<file path="src/rtl/gpio_core_pkg.sv">
// Shared constants for the GPIO core: register select codes and emesh packet layout.
package gpio_core_pkg;

   // Register select values, taken from dstaddr[6:3]
   localparam logic [3:0] GPIO_DIR     = 4'd0;
   localparam logic [3:0] GPIO_IDATA   = 4'd1;
   localparam logic [3:0] GPIO_ODATA   = 4'd2;
   localparam logic [3:0] GPIO_OCLR    = 4'd3;
   localparam logic [3:0] GPIO_OSET    = 4'd4;
   localparam logic [3:0] GPIO_OXOR    = 4'd5;
   localparam logic [3:0] GPIO_IMASK   = 4'd6;
   localparam logic [3:0] GPIO_ITYPE   = 4'd7;
   localparam logic [3:0] GPIO_IPOL    = 4'd8;
   localparam logic [3:0] GPIO_ILAT    = 4'd9;
   localparam logic [3:0] GPIO_ILATCLR = 4'd10;

   // Packet field offsets; data follows dstaddr directly, so its LSB is PKT_DST_LSB + AW
   localparam int unsigned PKT_WRITE_BIT = 0;
   localparam int unsigned PKT_DST_LSB   = 8;
   localparam int unsigned PKT_SEL_LSB   = 3;  // register select offset inside dstaddr

endpackage

</file>
<file path="src/rtl/gpio_core_if.sv">
// Register bus bundle between an emesh master and the GPIO core.
interface gpio_core_if #(
   parameter int unsigned PW = 104
);
   logic          reg_access;
   logic [PW-1:0] reg_packet;
   logic [31:0]   reg_rdata;

   modport master (output reg_access, output reg_packet, input reg_rdata);
   modport slave  (input reg_access, input reg_packet, output reg_rdata);
endinterface

</file>
<file path="src/rtl/gpio_sync.sv">
// N-bit two-flop synchronizer for asynchronous pin inputs.
module gpio_sync #(
   parameter int unsigned N = 24
) (
   input  logic         clk_i,
   input  logic         rst_ni,
   input  logic [N-1:0] d_i,
   output logic [N-1:0] q_o
);

   logic [N-1:0] meta_q;
   logic [N-1:0] sync_q;

   // Two-stage capture of the raw pins
   always_ff @(posedge clk_i or negedge rst_ni) begin
      if (!rst_ni) begin
         meta_q <= '0;
         sync_q <= '0;
      end else begin
         meta_q <= d_i;
         sync_q <= meta_q;
      end
   end

   assign q_o = sync_q;

endmodule

</file>
<file path="src/rtl/gpio_core.sv">
// Memory-mapped GPIO: direction, output data with set/clear/toggle, synchronized inputs
// and latched edge/level interrupts behind an emesh register bus.
module gpio_core
   import gpio_core_pkg::*;
#(
   parameter int unsigned N  = 24,
   parameter int unsigned AW = 32,
   parameter int unsigned PW = 2 * AW + 40,
   parameter int unsigned ID = 0
) (
   input  logic          clk,
   input  logic          nreset,
   gpio_core_if.slave    bus,
   input  logic [N-1:0]  gpio_in,
   output logic [N-1:0]  gpio_out,
   output logic [N-1:0]  gpio_en,
   output logic          gpio_irq,
   output logic [31:0]   gpio_ilat
);

   logic [AW-1:0] dstaddr;
   logic [AW-1:0] data;
   logic [3:0]    sel;
   logic [N-1:0]  wdata;
   logic          write_en;
   logic          read_en;

   assign dstaddr  = bus.reg_packet[PKT_DST_LSB +: AW];
   assign data     = bus.reg_packet[PKT_DST_LSB + AW +: AW];
   assign sel      = dstaddr[PKT_SEL_LSB +: 4];
   assign wdata    = data[N-1:0];
   assign write_en = bus.reg_access & bus.reg_packet[PKT_WRITE_BIT];
   assign read_en  = bus.reg_access & ~bus.reg_packet[PKT_WRITE_BIT];

   // datamode, ctrlmode, srcaddr, upper address/data bits and the block id are not decoded
   logic unused_pkt;
   assign unused_pkt = ^{bus.reg_packet, dstaddr, data, 32'(ID), 32'(PW)};

   logic [N-1:0] sync;
   logic [N-1:0] prev_q;
   logic [N-1:0] dir_q, dir_d;
   logic [N-1:0] odata_q, odata_d;
   logic [N-1:0] imask_q, imask_d;
   logic [N-1:0] itype_q, itype_d;
   logic [N-1:0] ipol_q, ipol_d;
   logic [N-1:0] ilat_q, ilat_d;
   logic [N-1:0] ilat_clr;
   logic [N-1:0] edge_hit, level_hit, irq_event;
   logic [N-1:0] rd_val;
   logic [31:0]  rdata_q;
   logic         irq_q;

   gpio_sync #(
      .N (N)
   ) u_sync (
      .clk_i  (clk),
      .rst_ni (nreset),
      .d_i    (gpio_in),
      .q_o    (sync)
   );

   // Register write decode and atomic output updates
   always_comb begin
      dir_d    = dir_q;
      odata_d  = odata_q;
      imask_d  = imask_q;
      itype_d  = itype_q;
      ipol_d   = ipol_q;
      ilat_clr = '0;
      if (write_en) begin
         case (sel)
            GPIO_DIR:     dir_d    = wdata;
            GPIO_ODATA:   odata_d  = wdata;
            GPIO_OCLR:    odata_d  = odata_q & ~wdata;
            GPIO_OSET:    odata_d  = odata_q | wdata;
            GPIO_OXOR:    odata_d  = odata_q ^ wdata;
            GPIO_IMASK:   imask_d  = wdata;
            GPIO_ITYPE:   itype_d  = wdata;
            GPIO_IPOL:    ipol_d   = wdata;
            GPIO_ILATCLR: ilat_clr = wdata;
            default:      ;
         endcase
      end
   end

   // Interrupt events; new events override a same-cycle clear
   always_comb begin
      edge_hit  = (sync ^ prev_q) & ~(sync ^ ipol_q);
      level_hit = ~(sync ^ ipol_q);
      irq_event = (itype_q & edge_hit) | (~itype_q & level_hit);
      ilat_d    = (ilat_q & ~ilat_clr) | irq_event;
   end

   // Read-back mux; write-only and reserved selects return zero
   always_comb begin
      rd_val = '0;
      case (sel)
         GPIO_DIR:   rd_val = dir_q;
         GPIO_IDATA: rd_val = sync;
         GPIO_ODATA: rd_val = odata_q;
         GPIO_IMASK: rd_val = imask_q;
         GPIO_ITYPE: rd_val = itype_q;
         GPIO_IPOL:  rd_val = ipol_q;
         GPIO_ILAT:  rd_val = ilat_q;
         default:    rd_val = '0;
      endcase
   end

   // State registers, read data and the registered interrupt line
   always_ff @(posedge clk or negedge nreset) begin
      if (!nreset) begin
         prev_q  <= '0;
         dir_q   <= '0;
         odata_q <= '0;
         imask_q <= '0;
         itype_q <= '0;
         ipol_q  <= '0;
         ilat_q  <= '0;
         irq_q   <= 1'b0;
         rdata_q <= '0;
      end else begin
         prev_q  <= sync;
         dir_q   <= dir_d;
         odata_q <= odata_d;
         imask_q <= imask_d;
         itype_q <= itype_d;
         ipol_q  <= ipol_d;
         ilat_q  <= ilat_d;
         irq_q   <= |(ilat_q & ~imask_q);
         if (read_en) begin
            rdata_q <= 32'(rd_val);
         end
      end
   end

   assign bus.reg_rdata = rdata_q;
   assign gpio_out      = odata_q;
   assign gpio_en       = dir_q;
   assign gpio_irq      = irq_q;
   assign gpio_ilat     = 32'(ilat_q);

endmodule

</file>
<file path="src/flat_wrapper.sv">
// flat-port wrapper written by rule: the top's interface ports become plain ports
module gpio_core_flat import gpio_core_pkg::*;
#(
   parameter int unsigned N  = 24,
   parameter int unsigned AW = 32,
   parameter int unsigned PW = 2 * AW + 40,
   parameter int unsigned ID = 0
)
  (clk, nreset, gpio_in, gpio_out, gpio_en, gpio_irq, gpio_ilat, bus_reg_access, bus_reg_packet, bus_reg_rdata);
  gpio_core_if #(.PW(PW)) bus_i ();
  input  logic clk;
  input  logic nreset;
  input  logic [N-1:0] gpio_in;
  output logic [N-1:0] gpio_out;
  output logic [N-1:0] gpio_en;
  output logic gpio_irq;
  output logic [31:0] gpio_ilat;
  input wire logic [$bits(bus_i.reg_access)-1:0] bus_reg_access;
  input wire logic [$bits(bus_i.reg_packet)-1:0] bus_reg_packet;
  output wire logic [$bits(bus_i.reg_rdata)-1:0] bus_reg_rdata;
  assign bus_i.reg_access = bus_reg_access;
  assign bus_i.reg_packet = bus_reg_packet;
  assign bus_reg_rdata = bus_i.reg_rdata;
  gpio_core #(.N(N), .AW(AW), .PW(PW), .ID(ID)) u_core (.clk(clk), .nreset(nreset), .bus(bus_i), .gpio_in(gpio_in), .gpio_out(gpio_out), .gpio_en(gpio_en), .gpio_irq(gpio_irq), .gpio_ilat(gpio_ilat));
endmodule
</file>
<file path="config.mk">
export PLATFORM = sky130hd
export DESIGN_NAME = gpio_core_flat
export DESIGN_NICKNAME = d
export VERILOG_FILES = /design/src/rtl/gpio_core_pkg.sv /design/src/rtl/gpio_core_if.sv /design/src/rtl/gpio_sync.sv /design/src/rtl/gpio_core.sv /design/src/flat_wrapper.sv
export SDC_FILE = /design/constraint.sdc
export NUM_CORES = 1
export LEC_CHECK = 0
export CAP_MARGIN = 30
export CORE_ASPECT_RATIO = 0.75
export CORE_MARGIN = 3
export CORE_UTILIZATION = 40
export DETAILED_ROUTE_END_ITERATION = 12
export PLACE_DENSITY_LB_ADDON = 0.15
export RECOVER_POWER = 25
export SYNTH_ARGS = -nofsm -noshare
export SYNTH_HDL_FRONTEND = slang
export SYNTH_SLANG_ARGS = --single-unit
export TNS_END_PERCENT = 100
</file>
<file path="constraint.sdc">
create_clock -name clk -period 3.4 [get_ports clk]
set_input_delay 0.51 -clock clk [delete_from_list [all_inputs] [get_ports clk]]
set_output_delay 0.51 -clock clk [all_outputs]
set_load 0.01 [all_outputs]
</file>
Figure 1. Signal wires on met2 (run 1).
(1.5 px per um)
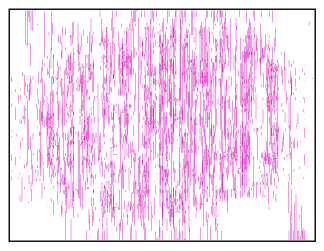
nets with wire on the layer	1045
longest straight run	68.5 um
wire length on this layer	15200 um
share of all routed wire	44%
met2 Use GR: 33.1%
via count: 8558
final wirelength: 34500 um

Figure 2. Power grid (run 1).
(2 px per um) Pins as bars on the die edge. Tap cells in grey.
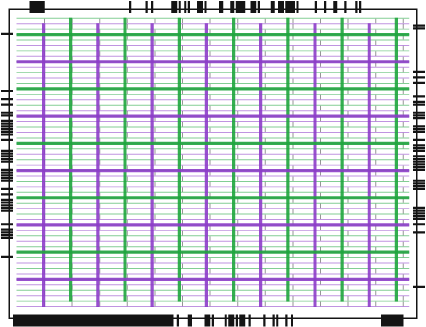
colour	net
purple	VSS
green	VDD
met5 straps	10
met4 straps	14
rows	53
area of the core: 28300 sq um
Die Wd: 203 um
Die Y: 154 um
VDD IR-drop max: 0.309 mV

Figure 3. M3 wires (run 1).
(1.5 px per um)
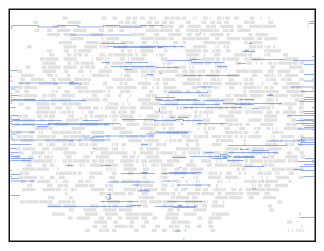
longest straight run	65.6 um
main direction	horizontal

[run 1: report_power, final]
part	internal (W)	leakage (nW)	switching (W)	total (W)
sequential	0.00324	2.88	0.000401	0.00364
clock	0.00174	0.430	0.00113	0.00286
combinational	0.000796	3.34	0.000675	0.00147
[run 1: cells in the final DEF (no fill, tap or decap), drive strengths merged, types with 2 or more instances in the layout]
cell type,n
nand3b,2
o211ai,17
a21o,17
a21oi,28
mux2i,17
buf,43
and4b,3
clkinv,5
a31oi,3
o21ai,49
a222oi,28
nor3b,2
mux2,119
a22o,27
clkdlybuf4s50,124
nand2b,4
dfrtp,241
nor4bb,2
o221ai,6
conb,16
nor2b,31
nand3,26
bufinv,3
o22ai,12
nand2,76
dlygate4sd3,24
a22oi,18
o311ai,24
ha,48
nor2,29
clkbuf,36
inv,72
nor3,3
nor4,5
and3,2
[run 1: worst max-delay path, cell delays in order]
cell and delay [ps]:
clkdlybuf4s50_1 540, buf_4 250, nor3b_2 720, buf_4 360, a22oi_1 100, o211ai_1 110, a21o_1 130
[run 1: worst paths after layout]
kind,slack [ps],to,cells after the start,startpoint
max in group asynchronous,1330,u_core.prev_q[21]$_DFF_PN0_,1,nreset
max reg2reg,1860,u_core.gpio_out[22]$_DFFE_PN0P_,6,u_core.gpio_out[22]$_DFFE_PN0P_
min,340,u_core.u_sync.q_o[3]$_DFF_PN0_,0,u_core.u_sync.meta_q[3]$_DFF_PN0_
min reg2reg,340,u_core.u_sync.q_o[3]$_DFF_PN0_,0,u_core.u_sync.meta_q[3]$_DFF_PN0_
min in group asynchronous,650,u_core.itype_q[2]$_DFFE_PN0P_,1,nreset
max,1130,u_core.bus.reg_rdata[17]$_DFFE_PN0P_,7,bus_reg_packet[13]
==> out/qor.yml, run 1 <==
status: "finished with violations"
violations: "capacitance limit, slew limit"
comb_share_pct: 34.4
wl_met1_um: 16400
antenna_cells: 0
placed_area_sq_um: 13600
hold_path_class: "reg2reg"
ff_type: "dfrtp_1"
avgViaCountPerCell: 5.49
syn_inst: 995
place_congestion: 0.816
drt_first_pass_iters: 5
cts_sinks: 241
port_buffers: 152
fin_cells: 1558
numSynthFlops: 241
drive_gt1_share_pct: 19.6
slew_viol_final: 88
compound_area_share_pct: 15.1
cts_buffers: 25
worst_slack_ps: 1130
antenna_found_initial: 1
grtUsageTotal_pct: 21.9
cts_tree: "yes"
drv_cap: 1
wl_met3_um: 2240
ios: 244
flop_area_sq_um: 6030
setup_viol: 0
avgSynthCellArea_sq_um: 11.7
area_leaders: "dfrtp_1 (52%), mux2_2 (11%), ha_1 (5.2%)"
fin_crit_ps: 2270
clk_pin_slew_worst_paths_ps: 60
rows: 53
slew_headroom_pct: -55.2
cts_root_buffer: "clkbuf_16"
synthArstFlopShare_pct: 100
grt_max_degree: 89
post-place-ws_ps: 616
fin_area_sq_um: 14500
start_kind: "input pin"
path_class: "in2reg"
dr.first_iter.drc_count: 774
overflow: 0
critPathArrivalTime_ps: 2730
top_cell_area_share_pct: 51.8
power.total_w: 0.00798
yosysSeqAreaShare_pct: 51.8
dp.cells: 1515
mux_share_pct: 13.0
ys_chip_area_sq_um: 11600
cts_hold_buf: 0
clock_latency_ps: 520
xor_area_share_pct: 0.0753
inverters_excl_clock: 72
worst_pin_slew_ps: 2330
cts_resized: 0
cp_max_fo: 10
num-nonclk-buffers: 192
fin_util_pct: 51.1
fillers: 2544
seqAreaFraction_pct: 41.7
logic_gate_count: 625
area_growth_pct: 24.4
fin_skew_ps: 11.1
dpl.hpwl_um: 23300
grt_pass1_vias: 8460
holdWs_ps: 344
ys_types: 51
edf_count: 0
antenna_left: 0
top_layer: "met5"
cts_setup_buffers: 0
wl_per_cell_um: 22.2
grtUsageMet1_pct: 33.1
ff_count: 241
warning_count: 125
synth_area_leader_cell: "dfrtp_1"
dieArea_sq_um: 31200
logic_area_sq_um: 4970
yosys_warnings: 0
busiest_layer: "met1"
grt_first_pass_wirelength_um: 52600
top_cells_by_count: "dfrtp_1 (241), mux2_2 (113), nand2_1 (76)"
dr_wl_met2_um: 15200
synth_area_sq_um: 11600
clk_share_pct: 5.93
initial_core_util_pct: 41.1
simple_gate_share_pct: 8.59
power.density_nw_per_um2: 551
timing.final.crit_share_pct: 66.7
power_leakage_nw: 6.66
cts.htree.levels: 1
ctsLongestPathBuffers: 3
tns_ps: 0
## Run 2: what changed since run 1
clock period = 1.9 ns   (was 3.4 ns; I/O delays follow)
Figure 4. Power grid (run 2).
(2 px per um) Pins as bars on the die edge. Tap cells in grey.
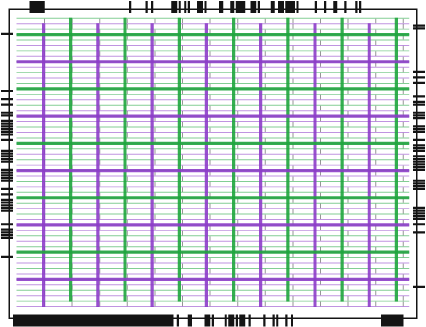
colour	net
green	VDD
purple	VSS
signal pins	244
tap cells	385
met4 straps	14
met5 straps	10
VDD IR-drop max: 0.568 mV

Figure 5. Signal wires on met2 (run 2).
(1.5 px per um)
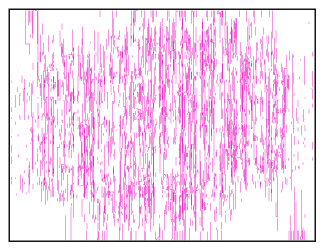
share of all routed wire	45%
longest straight run	70.0 um
wire length on this layer	15700 um

==> out/qor.yml, run 2 <==
grtUsageMet2_pct: 34.3  # +1.2 points
fin_crit_ps: 1850
signal_buffer_area_fraction_pct: 17.1
drt_first_pass_iters: 5  # unchanged
finalHoldViolations: 0
synth-adder-area-share_pct: 5.16
flop_area_sq_um: 6040  # about the same
avgViaCountPerCell: 5.40  # -1.7%
grt_pass1_vias: 9153  # +8.2%
tap_cells: 385
slowest_delay_ps: 590  # -130 ps
logic_area_sq_um: 4970  # unchanged
power.density_nw_per_um2: 935  # +70%
yosys_warnings: 0  # unchanged
required_ps: 1620
critPathArrivalTime_ps: 1570  # -1160 ps
endpoint_kind: "output port"
grtUsageMet1_pct: 33.0  # -0.11 points
r2r-start: "u_core.ilat_q[16]$_DFF_PN0_"
rr_worst_depth: 4  # -2
ys_types: 51  # unchanged
die_h_um: 154  # unchanged
fillers: 2493  # -2.0%
worst_pin_slew_ps: 1070  # -1260 ps
rows: 53  # unchanged
dieArea_sq_um: 31200  # unchanged
num-nonclk-buffers: 271  # +41%
grtUsageTotal_pct: 22.3  # +0.46 points
initial_core_util_pct: 41.1  # unchanged
area_leaders: "dfrtp_1 (52%), mux2_2 (11%), ha_1 (5.2%)"
route.detailed.drc: 0
fin_util_pct: 53.6  # +2.4 points
power_leakage_nw: 7.05  # +5.9%
path_class: "reg2out"
grt_max_degree: 72  # -19%
cts_setup_buffers: 0  # unchanged
antenna_left: 0  # unchanged
wl_met1_um: 16300  # -0.66%
avgSynthCellArea_sq_um: 11.7  # unchanged
critPathSlowestCell: "clkdlybuf4s50_1"
slew_viol_final: 0  # -100%
slew_headroom_pct: 28.7  # +84 points
start_kind: "register"
ctsLongestPathBuffers: 3  # unchanged
cts_tree: "yes"
clk_pin_slew_worst_paths_ps: 60  # about the same
cts_sinks: 241  # unchanged
ys_chip_area_sq_um: 11600  # unchanged
inverters_excl_clock: 72  # unchanged
logic_gate_count: 625  # unchanged
setup_viol: 0  # unchanged
area_growth_pct: 30.4
use_met3_pct: 3.85
power_leader: "registers"
antenna_cells: 0  # unchanged
clk_share_pct: 5.41  # -0.52 points
warning_count: 125  # unchanged
antenna_found_initial: 0  # -1
cp_num_cells: 1  # -6
finalWirelength_um: 34900  # +1.0%
comb_cell_power_w: 0.00275  # +87%
cp_max_fo: 5  # -5
path_buffers: 1  # -2
nClkBuffers: 34
fmax_mhz: 539
ff_type: "dfrtp_1"
holdWs_ps: 302  # -42.4 ps
nets: 1416
top_cell: "dfrtp_1"
place_congestion: 0.841  # +3.1%
wl_met3_um: 2190  # -2.1%
seqAreaFraction_pct: 39.8  # -1.9 points
clockPowerShare_pct: 34.5  # -1.4 points
overflow: 0  # unchanged
compound_area_share_pct: 15.1  # unchanged
hold_path_class: "in2reg"
syn_inst: 995  # unchanged
edf_count: 0  # unchanged
synthArstFlopShare_pct: 100  # unchanged
cts.htree.levels: 1  # unchanged
drv_cap: 0  # -1
power.share.combinational_pct: 19.4  # +1.0 points
powerClk_w: 0.00490  # +71%
simple_gate_share_pct: 8.59  # unchanged
crit_family: "buffers and inverters"
switching_share_pct: 28.4  # +0.77 points
ios: 244  # unchanged
dominant_cells: "flip-flops and latches"
dpl.hpwl_um: 25100  # +7.6%
port_buffers: 152  # unchanged
top_logic_kind: "AND-OR/OR-AND gates"
timing.final.crit_share_pct: 97.6
synth_area_leader_cell: "dfrtp_1"
mux_share_pct: 13.0  # unchanged
top_layer: "met4"
top_cells_by_count: "dfrtp_1 (241), mux2_2 (113), nand2_1 (76)"
final_cell_mix: "dfrtp_1 (237), clkdlybuf4s50_1 (120), mux2_2 (113)"
comb_share_pct: 32.8  # -1.6 points
final_common_cell: "dfrtp_1"
wl_per_cell_um: 21.3  # -3.9%
power.total_w: 0.0142  # +78%
crit_chain: "clkdlybuf4s50_1"
cts_root_buffer: "clkbuf_16"
cp-startpoint: "u_core.gpio_out[14]$_DFFE_PN0P_"
drive_gt1_share_pct: 24.8  # +5.2 points
yosysSeqAreaShare_pct: 51.8  # unchanged
numSynthFlops: 241  # unchanged
route.vias.total: 8836  # +3.2%
seq_power_w: 0.00653  # +79%
die_w_um: 203  # unchanged
dr_wl_met2_um: 15700  # +2.7%
p_sw_w: 0.00402  # +83%
synth_area_sq_um: 11600  # unchanged
busiest_layer: "met2"
grt_first_pass_wirelength_um: 54400  # +3.5%
yosysCellCount: 995
power_frac_seq_pct: 46.0  # +0.3 points
xor_area_share_pct: 0.0753  # unchanged
intPower_w: 0.0102  # +76%
status: "finished clean"
core_area_sq_um: 28300  # unchanged
top_cell_area_share_pct: 51.8  # unchanged
dr.first_iter.drc_count: 805  # +4.0%
worstHoldStart: "gpio_in[10]"
holdPathStages: 1  # +1
Figure 6. Clock wiring as the flow saved it (run 2).
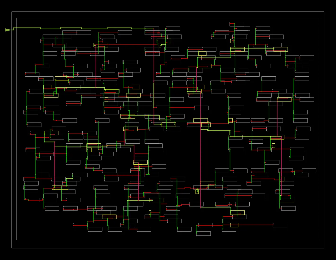
clock insertion delay at the later pin of the skew report: 530 ps
worst-case clock skew: 7.53 ps
CTS buffer count: 26
seq_cells: 241

[run 2: cell count changes in the layout (fill, tap and decap cells not counted), sizes merged, moves of 2 or more]
cell | previous run | this run
clkdlybuf4s50 | 124 | 120
clkinvlp | 0 | 2
bufinv | 3 | 1
buf | 43 | 118
dlygate4sd2 | 0 | 3
clkbuf | 36 | 38
[run 2: repair_timing]
item | in CTS | in global routing
resized | 4 | 4
endpoints found under the setup margin | 4 | 4
hold buffers | 1 | 0
hold endpoints to repair | 92 | 0
[run 2: logic make-up (layout without fill, tap and decap cells)]
| kind of cell | after synthesis | in the layout |
|---|---|---|
| AND-OR/OR-AND | 233 | 233 |
| XOR/XNOR | 1 | 1 |
| multiplexers | 136 | 136 |
| adder cells (fa/ha/maj) | 48 | 48 |
| other | 1 | 16 |
| AND/OR/NAND/NOR | 191 | 191 |
| flip-flops | 241 | 241 |
| buffers and inverters | 144 | 386 |
[run 2: worst paths after layout]
check,end,slack (ps)
hold / removal,u_core.u_sync.meta_q[10]$_DFF_PN0_,300
hold reg to reg,u_core.u_sync.q_o[13]$_DFF_PN0_,350
setup / recovery,gpio_out[14],50
setup reg to reg,u_core.gpio_irq$_DFF_PN0_,360
min in group asynchronous,u_core.u_sync.meta_q[0]$_DFF_PN0_,500
max in group asynchronous,u_core.ilat_q[14]$_DFF_PN0_,360
[run 2: through the flow]
stage / setup WS (ps) / cell area (sq um) / cells / TNS (ps)
after global placement: -254 / 14400 / 1593 / -28270
after floorplan: 200 / 11700 / 1010 / 0
final: 45.7 / 15200 / 1637 / 0
after CTS: 19.1 / 15200 / 1637 / 0
after detailed placement: -287 / 14400 / 1593 / -29850
after global routing: -2.51 / 15200 / 1637 / -2.51
No activity file was given, so power comes from the tool's default toggle rates.
